$ cat src/rtl/elevator_car_ctrl.sv
// Single-car SCAN elevator controller: latches floor calls, steps one floor per travel period, dwells at stops.
// Optional ELEVATOR_ESTOP_EN adds an estop input that freezes the FSM and timers while requests keep latching.
package elevator_types_pkg;
  typedef logic [3:0] floor_t;
endpackage

module elevator_car_ctrl
  import elevator_types_pkg::*;
#(
  parameter int NUM_FLOORS    = 10,
  parameter int TRAVEL_CYCLES = 50_000_000,
  parameter int DOOR_CYCLES   = 100_000_000
) (
  input  logic                  clk,
  input  logic                  reset,
`ifdef ELEVATOR_ESTOP_EN
  input  logic                  estop,
`endif
  input  logic [NUM_FLOORS-1:0] req_i,
  output floor_t                current_floor,
  output logic                  door_open,
  output logic                  moving_up,
  output logic                  moving_down,
  output logic [NUM_FLOORS-1:0] pending_o
);

  localparam int TMAX = (TRAVEL_CYCLES > DOOR_CYCLES) ? TRAVEL_CYCLES : DOOR_CYCLES;
  localparam int TW   = (TMAX < 2) ? 1 : $clog2(TMAX);
  localparam logic [TW-1:0] TR_LD = TW'(TRAVEL_CYCLES - 1);
  localparam logic [TW-1:0] DR_LD = TW'(DOOR_CYCLES - 1);
  localparam floor_t        TOP   = floor_t'(NUM_FLOORS - 1);

  typedef enum logic [1:0] {IDLE, MOVE_UP, MOVE_DOWN, DOORS_OPEN} state_t;

  state_t                  r_state, w_nstate;
  floor_t                  r_floor, w_nfloor, w_nf_up, w_nf_dn;
  logic [TW-1:0]           r_timer, w_ntimer;
  logic                    r_dir_up, w_ndir_up;
  logic [NUM_FLOORS-1:0]   r_pend, w_clr;
  logic                    r_door, r_up, r_dn;
  logic                    w_frz, w_above, w_below;

`ifdef ELEVATOR_ESTOP_EN
  assign w_frz = estop;
`else
  assign w_frz = 1'b0;
`endif

  function automatic logic any_above(input logic [NUM_FLOORS-1:0] p, input floor_t f);
    any_above = 1'b0;
    for (int i = 0; i < NUM_FLOORS; i++)
      if (i > int'(f)) any_above = any_above | p[i];
  endfunction

  function automatic logic any_below(input logic [NUM_FLOORS-1:0] p, input floor_t f);
    any_below = 1'b0;
    for (int i = 0; i < NUM_FLOORS; i++)
      if (i < int'(f)) any_below = any_below | p[i];
  endfunction

  always_comb begin
    w_nstate  = r_state;
    w_nfloor  = r_floor;
    w_ntimer  = r_timer;
    w_ndir_up = r_dir_up;
    w_clr     = '0;
    w_nf_up   = (r_floor == TOP) ? r_floor : r_floor + floor_t'(1);
    w_nf_dn   = (r_floor == '0) ? r_floor : r_floor - floor_t'(1);
    w_above   = any_above(r_pend, r_floor);
    w_below   = any_below(r_pend, r_floor);
    case (r_state)
      IDLE: begin
        if (r_pend[r_floor]) begin
          w_nstate        = DOORS_OPEN;
          w_clr[r_floor]  = 1'b1;
          w_ntimer        = DR_LD;
        end else if (w_above && (r_dir_up || !w_below)) begin
          w_nstate  = MOVE_UP;
          w_ntimer  = TR_LD;
          w_ndir_up = 1'b1;
        end else if (w_below) begin
          w_nstate  = MOVE_DOWN;
          w_ntimer  = TR_LD;
          w_ndir_up = 1'b0;
        end
      end
      MOVE_UP: begin
        if (r_timer != '0) w_ntimer = r_timer - TW'(1);
        else begin
          w_nfloor = w_nf_up;
          if (r_pend[w_nf_up]) begin
            w_nstate       = DOORS_OPEN;
            w_clr[w_nf_up] = 1'b1;
            w_ntimer       = DR_LD;
          end else if (any_above(r_pend, w_nf_up)) w_ntimer = TR_LD;
          else w_nstate = IDLE;
        end
      end
      MOVE_DOWN: begin
        if (r_timer != '0) w_ntimer = r_timer - TW'(1);
        else begin
          w_nfloor = w_nf_dn;
          if (r_pend[w_nf_dn]) begin
            w_nstate       = DOORS_OPEN;
            w_clr[w_nf_dn] = 1'b1;
            w_ntimer       = DR_LD;
          end else if (any_below(r_pend, w_nf_dn)) w_ntimer = TR_LD;
          else w_nstate = IDLE;
        end
      end
      DOORS_OPEN: begin
        // A call for the floor we're standing at just extends the dwell.
        w_clr[r_floor] = 1'b1;
        if (req_i[r_floor] || r_pend[r_floor]) w_ntimer = DR_LD;
        else if (r_timer != '0) w_ntimer = r_timer - TW'(1);
        else if ((r_dir_up && w_above) || (!w_below && w_above)) begin
          w_nstate  = MOVE_UP;
          w_ntimer  = TR_LD;
          w_ndir_up = 1'b1;
        end else if (w_below) begin
          w_nstate  = MOVE_DOWN;
          w_ntimer  = TR_LD;
          w_ndir_up = 1'b0;
        end else w_nstate = IDLE;
      end
      default: w_nstate = IDLE;
    endcase
    if (w_frz) begin
      w_nstate  = r_state;
      w_nfloor  = r_floor;
      w_ntimer  = r_timer;
      w_ndir_up = r_dir_up;
      w_clr     = '0;
    end
  end

  always_ff @(posedge clk) begin
    if (reset) begin
      r_state  <= IDLE;
      r_floor  <= '0;
      r_timer  <= '0;
      r_dir_up <= 1'b1;
      r_pend   <= '0;
      r_door   <= 1'b0;
      r_up     <= 1'b0;
      r_dn     <= 1'b0;
    end else begin
      r_state  <= w_nstate;
      r_floor  <= w_nfloor;
      r_timer  <= w_ntimer;
      r_dir_up <= w_ndir_up;
      r_pend   <= (r_pend | req_i) & ~w_clr;
      r_door   <= (w_nstate == DOORS_OPEN);
      r_up     <= (w_nstate == MOVE_UP) && !w_frz;
      r_dn     <= (w_nstate == MOVE_DOWN) && !w_frz;
    end
  end

  assign current_floor = r_floor;
  assign door_open     = r_door;
  assign moving_up     = r_up;
  assign moving_down   = r_dn;
  assign pending_o     = r_pend;

endmodule

$ cat config.mk
export PLATFORM = sky130hd
export DESIGN_NAME = elevator_car_ctrl
export DESIGN_NICKNAME = d
export VERILOG_FILES = /design/src/rtl/elevator_car_ctrl.sv
export SDC_FILE = /design/constraint.sdc
export NUM_CORES = 1
export LEC_CHECK = 0
export ABC_CLOCK_PERIOD_IN_PS = 4180
export CAP_MARGIN = 10
export CORE_MARGIN = 3
export CORE_UTILIZATION = 55
export CTS_BUF_LIST = sky130_fd_sc_hd__clkbuf_8
export CTS_CLUSTER_DIAMETER = 100
export DETAILED_ROUTE_END_ITERATION = 10
export GPL_TIMING_DRIVEN = 0
export HOLD_SLACK_MARGIN = 0.02
export PLACE_DENSITY = 0.8
export SETUP_SLACK_MARGIN = 0.05
export SKIP_CTS_REPAIR_TIMING = 1
export SLEW_MARGIN = 0
export SYNTH_ARGS = -nofsm -noshare
export SYNTH_HDL_FRONTEND = slang
export SYNTH_SLANG_ARGS = --single-unit
$ cat constraint.sdc
create_clock -name clk -period 4.18 [get_ports clk]
set_input_delay 0.418 -clock clk [delete_from_list [all_inputs] [get_ports clk]]
set_output_delay 0.418 -clock clk [all_outputs]
set_load 0.02 [all_outputs]
==> reports/metrics.cfg, run 1 <==
[synthesis]
synth_area_per_cell_um2=7.41
simple_gate_share=0.280
mux_area_frac=0.0515
syn-cell-area_um2=4300
ys_warn_count=0
top_area_frac=0.219
ys.flops=47
top_cell=nor2_1
synthArstFlopShare=0
topCombFamilyByArea=AND-OR/OR-AND gates
adder_share=0.0233
ys_types=97

[setup_path]
crit_top_cell=clkbuf_4
crit_chain=clkbuf_4 > clkbuf_4 > inv_1 > ha_1 > buf_2 > or3b_1 > o31ai_1 > and2_1 > a2111oi_4 > and4_1 > or2_1 > o41ai_1
r2r_start=current_floor[1]
reg2reg_slack_ns=0.20
worstPathArrival_ns=4.20
crit_required_ns=4.40
rr_worst_depth=12

[detailed_routing]
ant_nets=0
wl_per_cell_um=22.1
wl_um=15900
drtIter0Drc=614
vias_per_cell=7.09

[final_layout]
layout-drive-gt1-share=0.135
fill_cells=649
antennaDiodeCount=0
design_area_um2=4960
area_growth_pct=15.5
lay_top_count=nor2_1
num-nets-final=640

[final_timing]
setup_viol=0
whs_ns=0.518
worstMarginPinSlew_ns=1.15
rsz0062_at_grt=yes
fin_tns_setup_ns=0
max_freq_ghz=0.251
worst_slack_ns=0.197
period_needed_ns=3.98
period_used_share=0.953
max-slew-margin-rel=0.225

[place]
port_buffers=28
place_area_um2=4700
dp_cells=707

[global_route]
grtUsageTotal=0.361
grt_max_degree=17
grt_pass1_vias=4594

[status]
outcome=completed

[power_and_ir_drop]
powerDensity_nw_per_um2=370
clockPowerShare=0.196
intPower_mw=1.03
power_frac_seq=0.350
power.total_mw=1.84

[cts]
htreeDepth=2
clockRootBuffer=clkbuf_8

[worst_hold_path]
hold_depth=1
hold_path_startpoint=r_timer[9]
holdPathEnd=r_timer[9]
min_path_type=register to register

[flow_run]
warnings=33

[floorplanning]
io_pins=29
fp_util=0.580

-- run 1: state kept, by name, indices dropped and copies added, names as in the netlist --
register,cells
r_timer,27
door_open,1
r_state,2
moving_down,1
current_floor,4
moving_up,1
r_dir_up,1
pending_o,10
-- run 1: routing by layer --
layer | part of all wire | vias to the layer above
met5 | 0 | -
met1 | 0.43 | 2367
met3 | 0.13 | 58
li1 | - | 2283
met4 | 0.032 | 0
met2 | 0.41 | 394
-- run 1: power by group through the flow --
stage | Combinational, mW | Sequential [mW] | Clock, mW
2_1_floorplan | 0.564 | 0.636 | 0
3_3_place_gp | 0.763 | 0.639 | 0
3_5_place_dp | 0.786 | 0.644 | 0
4_1_cts | 0.790 | 0.635 | 0.362
5_1_grt | 0.900 | 0.651 | 0.373
6_report | 0.833 | 0.643 | 0.360
-- run 1: worst max path at each step --
stage / to / cells past startpoint / slack [ns] / from
3_5_place_dp: r_timer[7] / 13 / -0.86 / current_floor[1]
3_3_place_gp: r_timer[16] / 13 / -0.89 / current_floor[1]
5_1_grt: r_timer[5] / 13 / 0.04 / current_floor[0]
6_report: r_timer[15] / 12 / 0.20 / current_floor[1]
2_1_floorplan: r_timer[16] / 13 / 0.41 / current_floor[1]
4_1_cts: r_timer[7] / 13 / -0.88 / current_floor[1]
-- run 1: cell type report --
| type | instances | area [um^2] | area share |
|---|---|---|---|
| Multi-Input combinational cell | 470 | 3150 | 0.634 |
| Sequential cell | 47 | 943 | 0.190 |
| Timing Repair Buffer | 33 | 318 | 0.0640 |
| Buffer | 41 | 229 | 0.0461 |
| Tap cell | 99 | 124 | 0.0249 |
| Inverter | 22 | 86.3 | 0.0174 |
| Clock buffer | 5 | 68.8 | 0.0139 |
| Clock inverter | 3 | 46.3 | 0.00932 |
Run 1, supply network:
Pins as bars on the die edge.
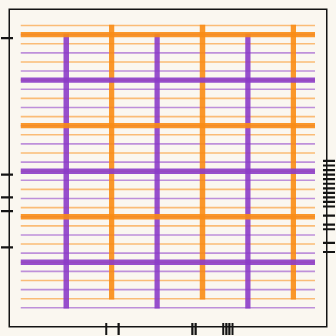
color	net
purple	VSS
orange	VDD
rows	31
met5 straps	6
met4 straps	6
met1 rails	32
signal pins	29
Core Area: 7410 um^2
maximum VDD drop: 0.000244 V

Run 1, cell classes on the final placement:
The bar under the picture is 20 um long.
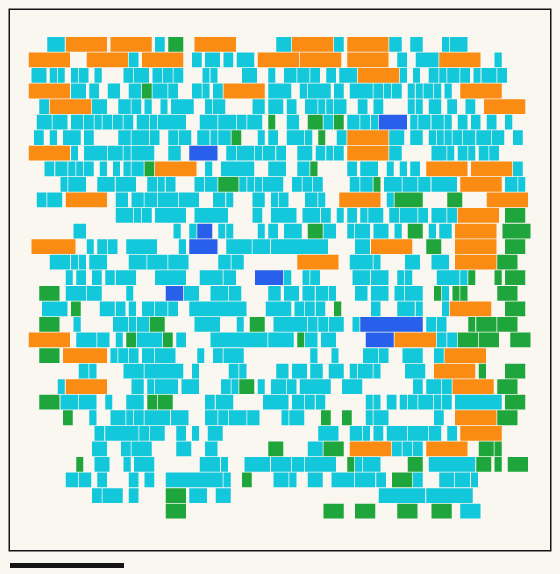
color	class	cells	share of their area
green	other buffers and delay cells	74	11%
blue	clock drivers and dummy loads	8	2.4%
orange	flip-flops	47	19%
cyan	all other logic	492	67%
Finished Core Util: 0.670
fraction of area in registers: 0.190
Core Rows: 31

Run 1, clock network drawn from the DEF:
The bar under the picture is 20 um long.
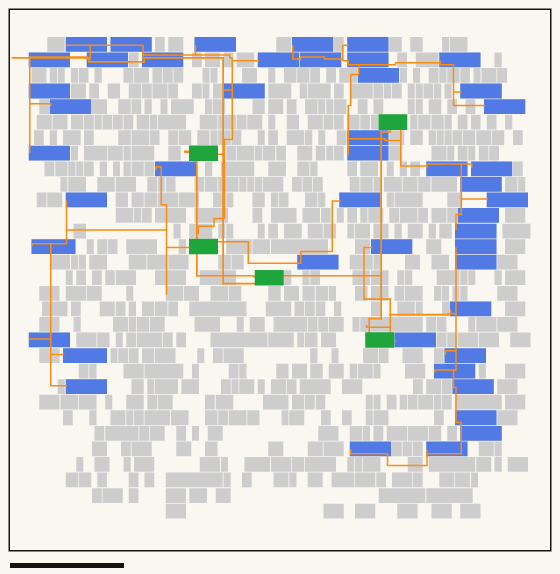
[orange] clock wires | length: 664 um
[green] cells driving clock nets | count: 5
[blue] flip-flops | count: 47
routed clock nets	6
flops lie	all over the die
worst clock skew: 0.00468 ns
Late-Pin Clk Latency: 0.32 ns
Clk. pwr: 0.360 mW

==> inputs of run 2 (changes only) <==
- ABC_CLOCK_PERIOD_IN_PS: 4180 -> 3380
- PLACE_DENSITY: 0.8 -> 0.83
- clock period: 4.18 -> 3.38 ns (I/O delays scaled with it)
Run 2, routed metal, one color a layer:
Only two layers are drawn.
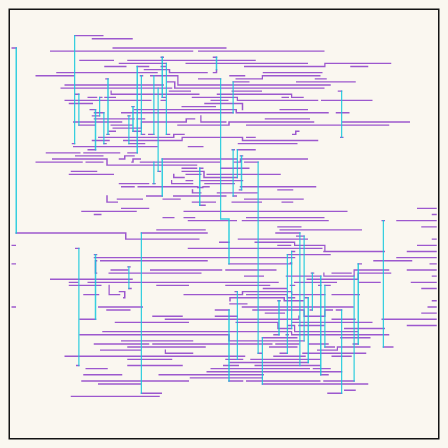
color	layer	wire length
purple	met3	2830 um
cyan	met4	717 um
vias post-DR: 5587
Detailed Route WL: 17800 um

==> run 2 against run 1 <==
  * The flow now finishes with violations (negative setup slack)
  * Count of clock-buffer cells in the layout up 1
  * Sequential share of layout area fell by 2.3 points
  * Synthesized area is the same
==> reports/metrics.cfg, run 2 <==
[detailed_routing]
ant_nets=0  ; unchanged
vias_per_cell=7.36  ; was 7.09
drtIter0Drc=957  ; was 614

[synthesis]
top_area_frac=0.219  ; unchanged
top_cell=nor2_1  ; unchanged
ys_types=97  ; unchanged
ys.flops=47  ; unchanged
ys_warn_count=0  ; unchanged
synthArstFlopShare=0  ; unchanged
synth_area_per_cell_um2=7.41  ; unchanged

[final_timing]
whs_ns=0.511  ; was 0.518 ns
worstMarginPinSlew_ns=0.809  ; was 1.15 ns
period_needed_ns=3.44  ; was 3.98 ns
fin_skew_ns=0.00905  ; was 0.00468 ns
setup_viol=7  ; was 0
period_used_share=1.02  ; was 0.953
worst_slack_ns=-0.0589  ; was 0.197 ns
slew_violations=0  ; unchanged
max-slew-margin-rel=0.456  ; was 0.225

[power_and_ir_drop]
maxPowerGroup=combinational logic  ; unchanged
clockPowerShare=0.189  ; was 0.196
pg_comb_mw=1.22  ; was 0.833 mW
power_frac_seq=0.320  ; was 0.350
leakage_nw=2.08  ; was 1.79 nW
pg_seq_mw=0.798  ; was 0.643 mW
power.total_mw=2.49  ; was 1.84 mW
powerClk_mw=0.472  ; was 0.360 mW
powerDensity_nw_per_um2=438  ; was 370 nW/um^2
intPower_mw=1.37  ; was 1.03 mW

[floorplanning]
core-area_um2=7410  ; unchanged
fp_util=0.580  ; unchanged
io_pins=29  ; unchanged

[global_route]
grt_pass1_wl_um=24800  ; was 24900 um
grt_pass1_vias=4605  ; was 4594
grt_max_degree=16  ; was 17
grt_use_met1=0.548  ; was 0.539
grtUsageTotal=0.359  ; was 0.361

[final_layout]
fill_cells=535  ; was 649
lay_top_count=nor2_1  ; unchanged
largest_register_ffs=27  ; unchanged
antennaDiodeCount=0  ; unchanged
num-nets-final=679  ; was 640
regMostFlops=r_timer  ; unchanged
final_util=0.768  ; was 0.670
regArea_um2=948  ; was 943 um^2
layout-drive-gt1-share=0.248  ; was 0.135
area_growth_pct=32.3  ; was 15.5%

[flow_run]
warnings=33  ; unchanged

[cts]
clkSinkCount=47  ; unchanged
htreeDepth=2  ; unchanged

[setup_path]
crit_required_ns=3.55  ; was 4.40 ns
worstPathArrival_ns=3.61  ; was 4.20 ns
reg2reg_slack_ns=-0.06  ; was 0.20 ns

[place]
place.gp.congestion=1.04  ; was 1.01
port_buffers=28  ; unchanged

[status]
outcome=finished, violations left  ; was completed
violations=negative setup slack

[worst_hold_path]
min_path_type=register to register  ; unchanged

-- run 2: area by class of cell --
cell class | count | share of cell area
clock buffer | 6 | 0.0145
clock inverter | 2 | 0.00682
multi-input combinational | 471 | 0.608
inverter | 22 | 0.0158
sequential | 47 | 0.167
buffer | 40 | 0.0532
timing repair buffer | 72 | 0.113
tap | 99 | 0.0218
-- run 2: cells by family after synthesis --
group / synth area share
xor gates and xnor gates: 0.0181
buffers and inverters: 0.0693
and+or+nand+nor: 0.280
AOI/OAI and AO/OA: 0.339
DFF: 0.219
muxes: 0.0515
adders and majority gates: 0.0233
-- run 2: metrics by stage --
| step | instances | instance area [um^2] | setup TNS, ns |
|---|---|---|---|
| floorplan | 580 | 4320 | 0 |
| global placement | 707 | 4730 | -21.53 |
| detailed placement | 707 | 4730 | -21.47 |
| CTS | 715 | 4850 | -23.00 |
| global route | 759 | 5690 | -2.51 |
| finish | 759 | 5690 | -0.193 |
-- run 2: worst max-delay path, cell delays in order (launching register included) --
cell and delay [ns]:
dfxtp_4 0.42, buf_8 0.13, buf_12 0.12, clkinvlp_4 0.17
ha_4 0.22, a2111o_1 0.44, a2111oi_4 0.33, o2111ai_2 0.23
nand3b_1 0.26, buf_6 0.18, o2111a_1 0.26, a31oi_1 0.19
and4b_1 0.28, a2111oi_4 0.06
-- run 2: worst paths after layout --
check,from,to,cells past startpoint
max,current_floor[1],r_timer[17],13
min,r_timer[9],r_timer[9],1
max reg2reg,current_floor[1],r_timer[17],13
min reg2reg,r_timer[9],r_timer[9],1
-- run 2: metal layers --
layer / up-vias / routed length, um
met5: - / 0
met4: 0 / 716
met3: 101 / 2830
met2: 536 / 7280
met1: 2603 / 6990
li1: 2347 / -
==> inputs of run 3 (changes only) <==
- ABC_AREA: default -> 1
Run 3, cell classes on the final placement:
The bar under the picture is 20 um long.
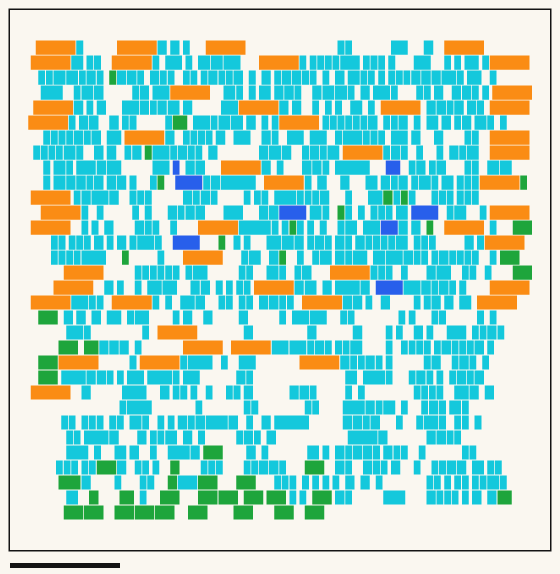
color	class	cells	share of their area
orange	flip-flops	47	19%
cyan	all other logic	745	72%
green	other buffers and delay cells	47	7.4%
blue	clock drivers and dummy loads	8	1.8%
Core Area: 7970 um^2
fraction of area in registers: 0.183
Final Cell Area: 5140 um^2
Finished Core Util: 0.645
Core Rows: 32

==> run 3 against run 2 <==
  * The run now ends clean
  * Via count up 6.5%
  * Synthesized area up 8.2%
  * Power down 36%
  * Critical path depth up 4
  * Setup slack better by 0.29 ns
  * Cell area down 9.6%
  * Combinational power down 55%
  * Final cell count up 25%
  * Count of clock-buffer cells in the layout down 1
  * Critical path type unchanged
  * Largest cell class unchanged
==> reports/metrics.cfg, run 3 <==
[final_layout]
num-multi-input-gates=647  ; was 471
regArea_um2=941  ; was 948 um^2
area_growth_pct=10.6  ; was 32.3%
final_cell_mix=214 x nand2_1, 115 x nor2_1, 98 x nand3_1  ; was 57 x nor2_1, 49 x o21ai_0, 47 x nand2_1
fill_cells=773  ; was 535
inv_count=98  ; was 22
nClkBuffers=5  ; was 6
lay_top_count=nand2_1  ; was nor2_1
logic_area_um2=3240  ; was 3460 um^2
largest_register_ffs=27  ; unchanged
seq_cell_count=47  ; unchanged
dominant_cells=logic gates  ; unchanged
antennaDiodeCount=0  ; unchanged
layout-drive-gt1-share=0.0838  ; was 0.248
final_cells=949  ; was 759
comb_share=0.630  ; was 0.608
nonClkBufAreaFrac=0.0725  ; was 0.166
regMostFlops=r_timer  ; unchanged
nonClockBufferCount=47  ; was 112
final-clk-cell-share=0.0173  ; was 0.0213

[power_and_ir_drop]
ir_worst_vdd_v=0.000214  ; was 0.000266 V
power.total_mw=1.60  ; was 2.49 mW
clockPowerShare=0.230  ; was 0.189
powerDensity_nw_per_um2=311  ; was 438 nW/um^2
leakage_nw=2.35  ; was 2.08 nW
intPower_mw=0.938  ; was 1.37 mW
power_frac_seq=0.425  ; was 0.320
combinationalPowerShare=0.345  ; was 0.490

[final_timing]
max_freq_ghz=0.318  ; was 0.291 GHz
hold_viol=0  ; unchanged
slew_violations=0  ; unchanged
period_used_share=0.931  ; was 1.02
fin_skew_ns=0.00918  ; was 0.00905 ns
rsz0062_at_grt=no  ; was yes
worst_slack_ns=0.232  ; was -0.0589 ns
worstMarginPinSlew_ns=0.639  ; was 0.809 ns
period_needed_ns=3.15  ; was 3.44 ns
max-slew-margin-rel=0.572  ; was 0.456
setup_viol=0  ; was 7

[detailed_routing]
ant_nets=0  ; unchanged
drt-met1-wl_um=7070  ; was 6990 um
vias_per_cell=6.27  ; was 7.36
wl_met2_um=7140  ; was 7280 um
dr_wl_met3_um=2770  ; was 2830 um
routed.top_layer=met4  ; unchanged
wl_um=17400  ; was 17800 um
dr_total_vias=5950  ; was 5587
drtIter0Drc=810  ; was 957

[setup_path]
crit_required_ns=3.59  ; was 3.55 ns
worstPathArrival_ns=3.36  ; was 3.61 ns
startpoint_type=register  ; unchanged

[synthesis]
ys_types=44  ; was 97
top_area_frac=0.202  ; was 0.219
ys_warn_count=0  ; unchanged
top_cell=nand2_1  ; was nor2_1
synth_area_per_cell_um2=5.72  ; was 7.41 um^2
ys.flops=47  ; unchanged
yosysChipArea_um2=4650  ; was 4300 um^2
syn-cell-area_um2=4650  ; was 4300 um^2

[place]
dp_cells=941  ; was 707
port_buffers=27  ; was 28

[floorplanning]
nWellTaps=102  ; was 99
io_pins=29  ; unchanged
fp_util=0.583  ; was 0.580

[cts]
htreeDepth=2  ; unchanged
path_clk_slew_ns=0.10  ; about the same
insertion_delay_ns=0.31  ; was 0.32 ns
clockRootBuffer=clkbuf_8  ; unchanged
clkSinkCount=47  ; unchanged

[status]
outcome=completed  ; was finished, violations left

[global_route]
grt_pass1_wl_um=27200  ; was 24800 um
grt_max_degree=16  ; unchanged
grt_use_met1=0.503  ; was 0.548
grtUsageTotal=0.351  ; was 0.359
grt_pass1_vias=5197  ; was 4605

[worst_hold_path]
min_path_type=primary input to register  ; was register to register

[run 3: final timing paths]
check | endpoint | startpoint | cells past startpoint | slack [ns]
hold reg to reg | r_dir_up | r_dir_up | 2 | 0.53
hold / removal | r_timer[8] | reset | 2 | 0.37
setup reg to reg | r_timer[25] | current_floor[0] | 17 | 0.23
setup / recovery | r_timer[25] | current_floor[0] | 17 | 0.23
[run 3: critical path, stage by stage (launching register included)]
cell,delay (ns)
dfxtp_1,0.48
inv_1,0.17
buf_2,0.25
ha_1,0.25
inv_1,0.14
nand2_1,0.07
nand2_1,0.16
nand2_1,0.15
nor2_2,0.23
nand2_1,0.09
nand2_1,0.07
nand3_1,0.11
a21oi_1,0.14
and2_2,0.19
nand2_2,0.16
nand3_4,0.19
inv_2,0.06
and2_1,0.13
[run 3: cells by family (layout without fill, tap and decap cells)]
| logic type | Yosys count | count (layout) | share of synthesized area |
|---|---|---|---|
| AND/OR/NAND/NOR | 509 | 509 | 0.502 |
| XOR/XNOR | 12 | 12 | 0.0226 |
| AND-OR/OR-AND | 118 | 118 | 0.150 |
| adder cells (fa/ha/maj) | 8 | 8 | 0.0215 |
| flip-flops | 47 | 47 | 0.202 |
| buffers and inverters | 118 | 153 | 0.101 |
[run 3: stage by stage]
step	cell area, um^2	util	hold slack [ns]
2_1_floorplan	4650	-	0.487
3_3_place_gp	5050	0.633	0.496
3_5_place_dp	5050	0.633	0.517
4_1_cts	5130	0.644	0.364
5_1_grt	5140	0.645	0.399
6_report	5140	0.645	0.374
[run 3: power groups by stage]
stage | sequential (mW) | clock [mW] | combinational (mW)
after floorplan | 0.674 | 0 | 0.375
after global placement | 0.684 | 0 | 0.512
after detailed placement | 0.685 | 0 | 0.528
after CTS | 0.673 | 0.367 | 0.530
after global routing | 0.682 | 0.383 | 0.607
final | 0.679 | 0.368 | 0.552
Power is estimated from default activity; no workload was simulated.
